placed.png
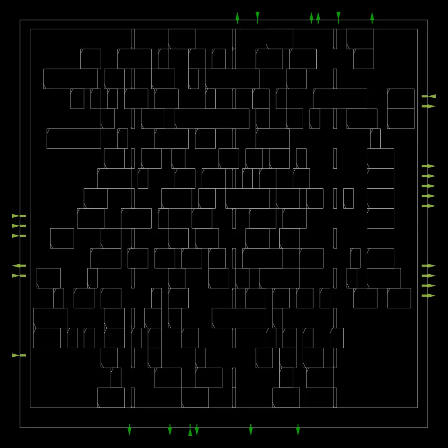
port_trees.png
Drawn at 4 px/um.
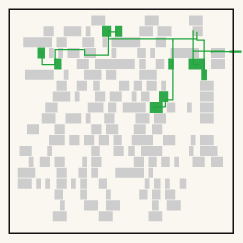
pinout.png
Drawn at 8 px/um. Pins as bars across the die edge, other pins in grey.
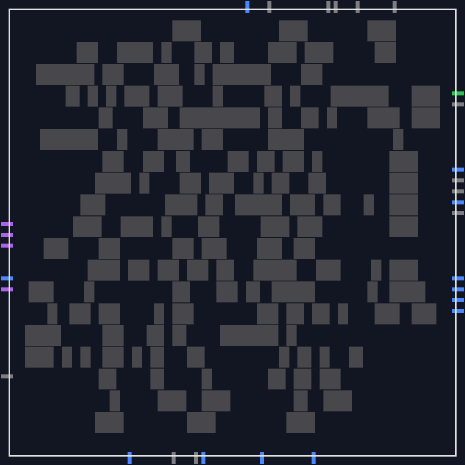
--- src/rtl/control_sequencer.sv ---
// Microcoded control sequencer for the 8-bit bus CPU: steps T0..T4 per instruction
// and decodes every datapath control line from {step, opcode, flags, halt state}.
//
// state  | meaning
// S_RUN  | stepping through fetch/execute microsteps
// S_HALT | HLT executed; step parked at 0, outputs idle until clr
module control_sequencer #(
    parameter int NUM_STEPS = 5,
    parameter bit EARLY_END = 1'b1
) (
    input  logic        clk,
    input  logic        clr,
    input  logic        en,
    input  logic [3:0]  opcode,
    input  logic        flag_c,
    input  logic        flag_z,
    output logic [2:0]  step,
    output logic        halted,
    output logic        pc_clr_n,
    output logic        ce,
    output logic        co_n,
    output logic        j_n,
    output logic [11:0] ctrl
);

    localparam logic [11:0] C_MI = 12'b1000_0000_0000;
    localparam logic [11:0] C_RI = 12'b0100_0000_0000;
    localparam logic [11:0] C_RO = 12'b0010_0000_0000;
    localparam logic [11:0] C_II = 12'b0001_0000_0000;
    localparam logic [11:0] C_IO = 12'b0000_1000_0000;
    localparam logic [11:0] C_AI = 12'b0000_0100_0000;
    localparam logic [11:0] C_AO = 12'b0000_0010_0000;
    localparam logic [11:0] C_BI = 12'b0000_0001_0000;
    localparam logic [11:0] C_EO = 12'b0000_0000_1000;
    localparam logic [11:0] C_SU = 12'b0000_0000_0100;
    localparam logic [11:0] C_FI = 12'b0000_0000_0010;
    localparam logic [11:0] C_OI = 12'b0000_0000_0001;

    localparam logic [3:0] OP_LDA = 4'b0001;
    localparam logic [3:0] OP_ADD = 4'b0010;
    localparam logic [3:0] OP_SUB = 4'b0011;
    localparam logic [3:0] OP_STA = 4'b0100;
    localparam logic [3:0] OP_LDI = 4'b0101;
    localparam logic [3:0] OP_JMP = 4'b0110;
    localparam logic [3:0] OP_JC  = 4'b0111;
    localparam logic [3:0] OP_JZ  = 4'b1000;
    localparam logic [3:0] OP_OUT = 4'b1110;
    localparam logic [3:0] OP_HLT = 4'b1111;

    localparam logic [2:0] LAST_STEP = 3'(NUM_STEPS - 1);

    typedef enum logic {
        S_RUN  = 1'b0,
        S_HALT = 1'b1
    } state_t;

    // co and j are kept active-high internally so an all-zero word means idle
    typedef struct packed {
        logic        ce;
        logic        co;
        logic        j;
        logic [11:0] ctrl;
    } uop_t;

    function automatic uop_t decode(input logic [2:0] s, input logic [3:0] op,
                                    input logic fc, input logic fz);
        uop_t u;
        u = '0;
        if (s == 3'd0) begin
            u.co   = 1'b1;
            u.ctrl = C_MI;
        end else if (s == 3'd1) begin
            u.ce   = 1'b1;
            u.ctrl = C_RO | C_II;
        end else begin
            case (op)
                OP_LDA: begin
                    case (s)
                        3'd2:    u.ctrl = C_IO | C_MI;
                        3'd3:    u.ctrl = C_RO | C_AI;
                        default: u.ctrl = '0;
                    endcase
                end
                OP_ADD: begin
                    case (s)
                        3'd2:    u.ctrl = C_IO | C_MI;
                        3'd3:    u.ctrl = C_RO | C_BI;
                        3'd4:    u.ctrl = C_EO | C_AI | C_FI;
                        default: u.ctrl = '0;
                    endcase
                end
                OP_SUB: begin
                    case (s)
                        3'd2:    u.ctrl = C_IO | C_MI;
                        3'd3:    u.ctrl = C_RO | C_BI;
                        3'd4:    u.ctrl = C_EO | C_SU | C_AI | C_FI;
                        default: u.ctrl = '0;
                    endcase
                end
                OP_STA: begin
                    case (s)
                        3'd2:    u.ctrl = C_IO | C_MI;
                        3'd3:    u.ctrl = C_AO | C_RI;
                        default: u.ctrl = '0;
                    endcase
                end
                OP_LDI: begin
                    if (s == 3'd2) u.ctrl = C_IO | C_AI;
                end
                OP_JMP: begin
                    if (s == 3'd2) begin
                        u.ctrl = C_IO;
                        u.j    = 1'b1;
                    end
                end
                OP_JC: begin
                    if (s == 3'd2 && fc) begin
                        u.ctrl = C_IO;
                        u.j    = 1'b1;
                    end
                end
                OP_JZ: begin
                    if (s == 3'd2 && fz) begin
                        u.ctrl = C_IO;
                        u.j    = 1'b1;
                    end
                end
                OP_OUT: begin
                    if (s == 3'd2) u.ctrl = C_AO | C_OI;
                end
                default: u = '0;
            endcase
        end
        return u;
    endfunction

    state_t     state_q, state_d;
    logic [2:0] step_q, step_d;
    uop_t       uop_cur;
    uop_t       uop_out;
    logic       rest_idle;

    always_ff @(posedge clk) begin
        if (clr) begin
            state_q <= S_RUN;
            step_q  <= 3'd0;
        end else begin
            state_q <= state_d;
            step_q  <= step_d;
        end
    end

    always_comb begin
        uop_cur = decode(step_q, opcode, flag_c, flag_z);

        // True when nothing after the current step does any work for this opcode
        rest_idle = 1'b1;
        for (int k = 3; k < NUM_STEPS; k++) begin
            if (3'(k) > step_q && decode(3'(k), opcode, flag_c, flag_z) != '0) begin
                rest_idle = 1'b0;
            end
        end

        state_d = state_q;
        step_d  = step_q;
        case (state_q)
            S_RUN: begin
                if (en) begin
                    if (step_q == 3'd2 && opcode == OP_HLT) begin
                        state_d = S_HALT;
                        step_d  = 3'd0;
                    end else if (step_q == LAST_STEP) begin
                        step_d = 3'd0;
                    end else if (EARLY_END && step_q >= 3'd2 && rest_idle) begin
                        step_d = 3'd0;
                    end else begin
                        step_d = step_q + 3'd1;
                    end
                end
            end
            S_HALT: begin
                step_d = 3'd0;
            end
            default: begin
                state_d = S_RUN;
                step_d  = 3'd0;
            end
        endcase

        uop_out = (clr || state_q == S_HALT) ? '0 : uop_cur;
    end

    assign step     = step_q;
    assign halted   = (state_q == S_HALT);
    assign pc_clr_n = ~clr;
    assign ce       = uop_out.ce;
    assign co_n     = ~uop_out.co;
    assign j_n      = ~uop_out.j;
    assign ctrl     = uop_out.ctrl;

endmodule

--- config.mk ---
export PLATFORM = sky130hd
export DESIGN_NAME = control_sequencer
export DESIGN_NICKNAME = d
export VERILOG_FILES = /design/src/rtl/control_sequencer.sv
export SDC_FILE = /design/constraint.sdc
export NUM_CORES = 1
export LEC_CHECK = 0
export CAP_MARGIN = 20
export CELL_PAD_IN_SITES_DETAIL_PLACEMENT = 1
export CELL_PAD_IN_SITES_GLOBAL_PLACEMENT = 2
export CORE_UTILIZATION = 22
export DETAILED_ROUTE_END_ITERATION = 8
export PLACE_DENSITY_LB_ADDON = 0.1
export RECOVER_POWER = 100
export SKIP_LAST_GASP = 1
export SLEW_MARGIN = 20
export SYNTH_ARGS = -nofsm -noshare
export SYNTH_HDL_FRONTEND = slang
export SYNTH_SLANG_ARGS = --single-unit
export TNS_END_PERCENT = 50
--- constraint.sdc ---
create_clock -name clk -period 2.7 [get_ports clk]
set_clock_uncertainty 0.05 [all_clocks]
set_input_delay 0.54 -clock clk [delete_from_list [all_inputs] [get_ports clk]]
set_output_delay 0.54 -clock clk [all_outputs]
set_load 0.005 [all_outputs]
==> results.txt <==
The flow completed. The worst setup path is captured at an output pin. The critical path in the final layout is reported with a setup slack of -0.121 ns. Number of endpoints with negative hold slack in the final report landed at 0.

The synthesis run identifies the leading combinational cell family as simple AND/OR/NAND/NOR gates. The signal on the critical path passes through clkdlybuf4s50_1, buf_6, or3_1, a41oi_2, nor3_1, clkdlybuf4s50_1. After layout, the inverter instance count without clock inverters stands at 7. Multi-input gate count landed at about 74.

Checking max transition, the worst relative margin is 0.756. Total placed instance area landed at between 0.001 and 0.0015 mm^2. Dividing the final minimum period by the clock period gives 1.04. During synthesis, Yosys emitted a total of 0 warnings. Setup repair after global routing could not meet its margin everywhere.

After detailed routing, the number of remaining DRC violations is 0. In the final report, the number of endpoints failing setup comes to 7. The timing report shows the most common cell along the critical path to be sky130_fd_sc_hd__clkdlybuf4s50_1. The timing report attributes the biggest portion of critical-path delay to buffers and inverters. The die is between 50 and 60 um tall. Via count of the first global-routing pass landed at ~830.

Synthesis produced a netlist whose cell count is 94. Of the synthesized area, sequential elements account for 0.126. Buffers inserted during clock tree synthesis total 3. Largest net degree at the start of global routing landed at 10.

The critical path is of the in -> out type. After synthesis the cells add up to 633 um^2. After synthesis, the most frequently instantiated cells are sky130_fd_sc_hd__nor2_1 (13), sky130_fd_sc_hd__nand2_1 (10), sky130_fd_sc_hd__inv_1 (6), sky130_fd_sc_hd__o2111ai_1 (6), sky130_fd_sc_hd__a21oi_1 (5). Once detailed placement completed, the half-perimeter wirelength came to 1.88 mm. The initial antenna violation count came to 0. Summing all flip-flop and latch instances after layout gives around 80 um^2.

Post-CTS setup repair buffer count landed at 0. The final layout contains routed wiring with a total length of ~2.2 mm. Per the layout area report, the combinational fraction of cell area is 0.454.

STA puts the critical path data required time at between 2 and 2.5 ns. Minimum clock period after layout landed at 2.82 ns. On the critical path the data arrives at 2.23 ns. Looking at the worst setup and hold paths, the clock pins of their registers show a slew of 0.04 ns. Via density per instance landed at between 5 and 6. Overall routing resource usage recorded by global route was 0.162. Port buffering added 28 buffers. Hold timing on the final database bottoms out at a slack of about 0.56 ns. The run finished, with violations left. Logic depth of the worst register-to-register path landed at 6. Cell area power density landed at 245 mW/mm^2.

OpenROAD warning count landed at 30. For this run, the leading register cell type out of synthesis is sky130_fd_sc_hd__dfxtp_1. STA lists the startpoint of the worst register-to-register path as step[0].

Measured slew at the worst slew-check pin landed at between 0.3 and 0.4 ns. The final reports fail on setup timing. Of all the cell area in the finished design, non-clock buffers hold 0.398. Maximum buffer depth of the clock tree landed at 2. The critical path ends at ctrl[11]. Register-to-register path setup slack landed at 1.08 ns. The first global-routing pass estimated 3.93 mm of wire. Per the post-place timing report, worst setup slack is -0.237 ns. Total nets after synthesis landed at 106. The launch point of the critical path was reported as opcode[1]. The biggest slice of the area belongs to multi-input combinational cells.

Proportion of layout cells with a drive suffix above 1 landed at 0.248. For this run the top cell type by instance count after synthesis was sky130_fd_sc_hd__nor2_1. Share of async-settable or async-resettable flops after synthesis landed at 0.

Setup total negative slack on the finished layout was measured at -0.295 ns. The core region is approximately 0.0027 mm^2. Number of antenna repair diodes landed at 0. Looking at the critical path, the highest net fanout was 8. Flop count landed at 4. Area fraction in compound gates landed at 0.314. The post-synth count of flops with an enable pin is 0. The final layout report lists a non-clock buffer count of 49. Max-cap violations in this run came to 0. Sorting the synthesized cells by area gives the leading types as sky130_fd_sc_hd__dfxtp_1 (13%), sky130_fd_sc_hd__o2111ai_1 (8.3%), sky130_fd_sc_hd__nor2_1 (7.7%). The area recorded from the Yosys report for this design is 633 um^2.
Back to the opening pictures, placed.png:
final cell utilization of the core: 0.415
Filler cells: 342
# rows: 19

Back to the opening pictures, port_trees.png:
colour	port	bits	direction	end cells	buffers	wire
green	`clr`	1	input	9	2	114 um

Back to the opening pictures, pinout.png:
colour	port	pins	direction	edge
green	`clr`	1	input	east
purple	`opcode`	4	input	west
blue	`ctrl`	12	output	6 east, 4 south, 1 north, 1 west
all pins by edge	11 east, 6 north, 6 south, 6 west

layer usage:
| metal | vias to the layer above | wire (um) | track usage |
|---|---|---|---|
| li1 | 433 | - | - |
| met1 | 397 | 1170 | 0.235 |
| met2 | 22 | 935 | 0.231 |
| met3 | 4 | 112 | 0.0512 |
| met4 | 0 | 21 | 0.0429 |
| met5 | - | 0 | 0 |
how the worst min path moves through the flow:
stage / slack [ns] / to / depth (start not counted) / start
global route: 0.59 / step[1] / 3 / step[1]
detailed placement: 0.56 / step[1] / 3 / step[1]
finish: 0.56 / step[1] / 3 / step[1]
CTS: 0.56 / step[1] / 3 / step[1]
floorplan: 0.48 / step[1] / 2 / step[1]
global placement: 0.55 / step[1] / 3 / step[1]
power by group:
| part | switching [mW] | internal, mW |
|---|---|---|
| registers | 0.00216 | 0.0621 |
| logic | 0.0671 | 0.0670 |
| clock network | 0.0290 | 0.0500 |
cell usage in the layout (no fill, tap or decap), types with 4 or more instances in the layout:
cell type                         count
sky130_fd_sc_hd__inv_1                6
sky130_fd_sc_hd__a21oi_1              4
sky130_fd_sc_hd__o2111ai_1            4
sky130_fd_sc_hd__dfxtp_1              4
sky130_fd_sc_hd__buf_4               19
sky130_fd_sc_hd__clkdlybuf4s50_1     20
sky130_fd_sc_hd__dlygate4sd2_1        6
sky130_fd_sc_hd__nor2_1              11
sky130_fd_sc_hd__nand2_1             10
through the flow:
| step | power (mW) | std cells |
|---|---|---|
| after floorplan | 0.126 | 94 |
| after global placement | 0.194 | 165 |
| after detailed placement | 0.194 | 165 |
| after CTS | 0.279 | 168 |
| after global routing | 0.300 | 168 |
| final | 0.277 | 168 |
registers in the layout, indices dropped and copies added (netlist names):
register / count
halted: 1
step: 3
Power is estimated from default activity; no workload was simulated.
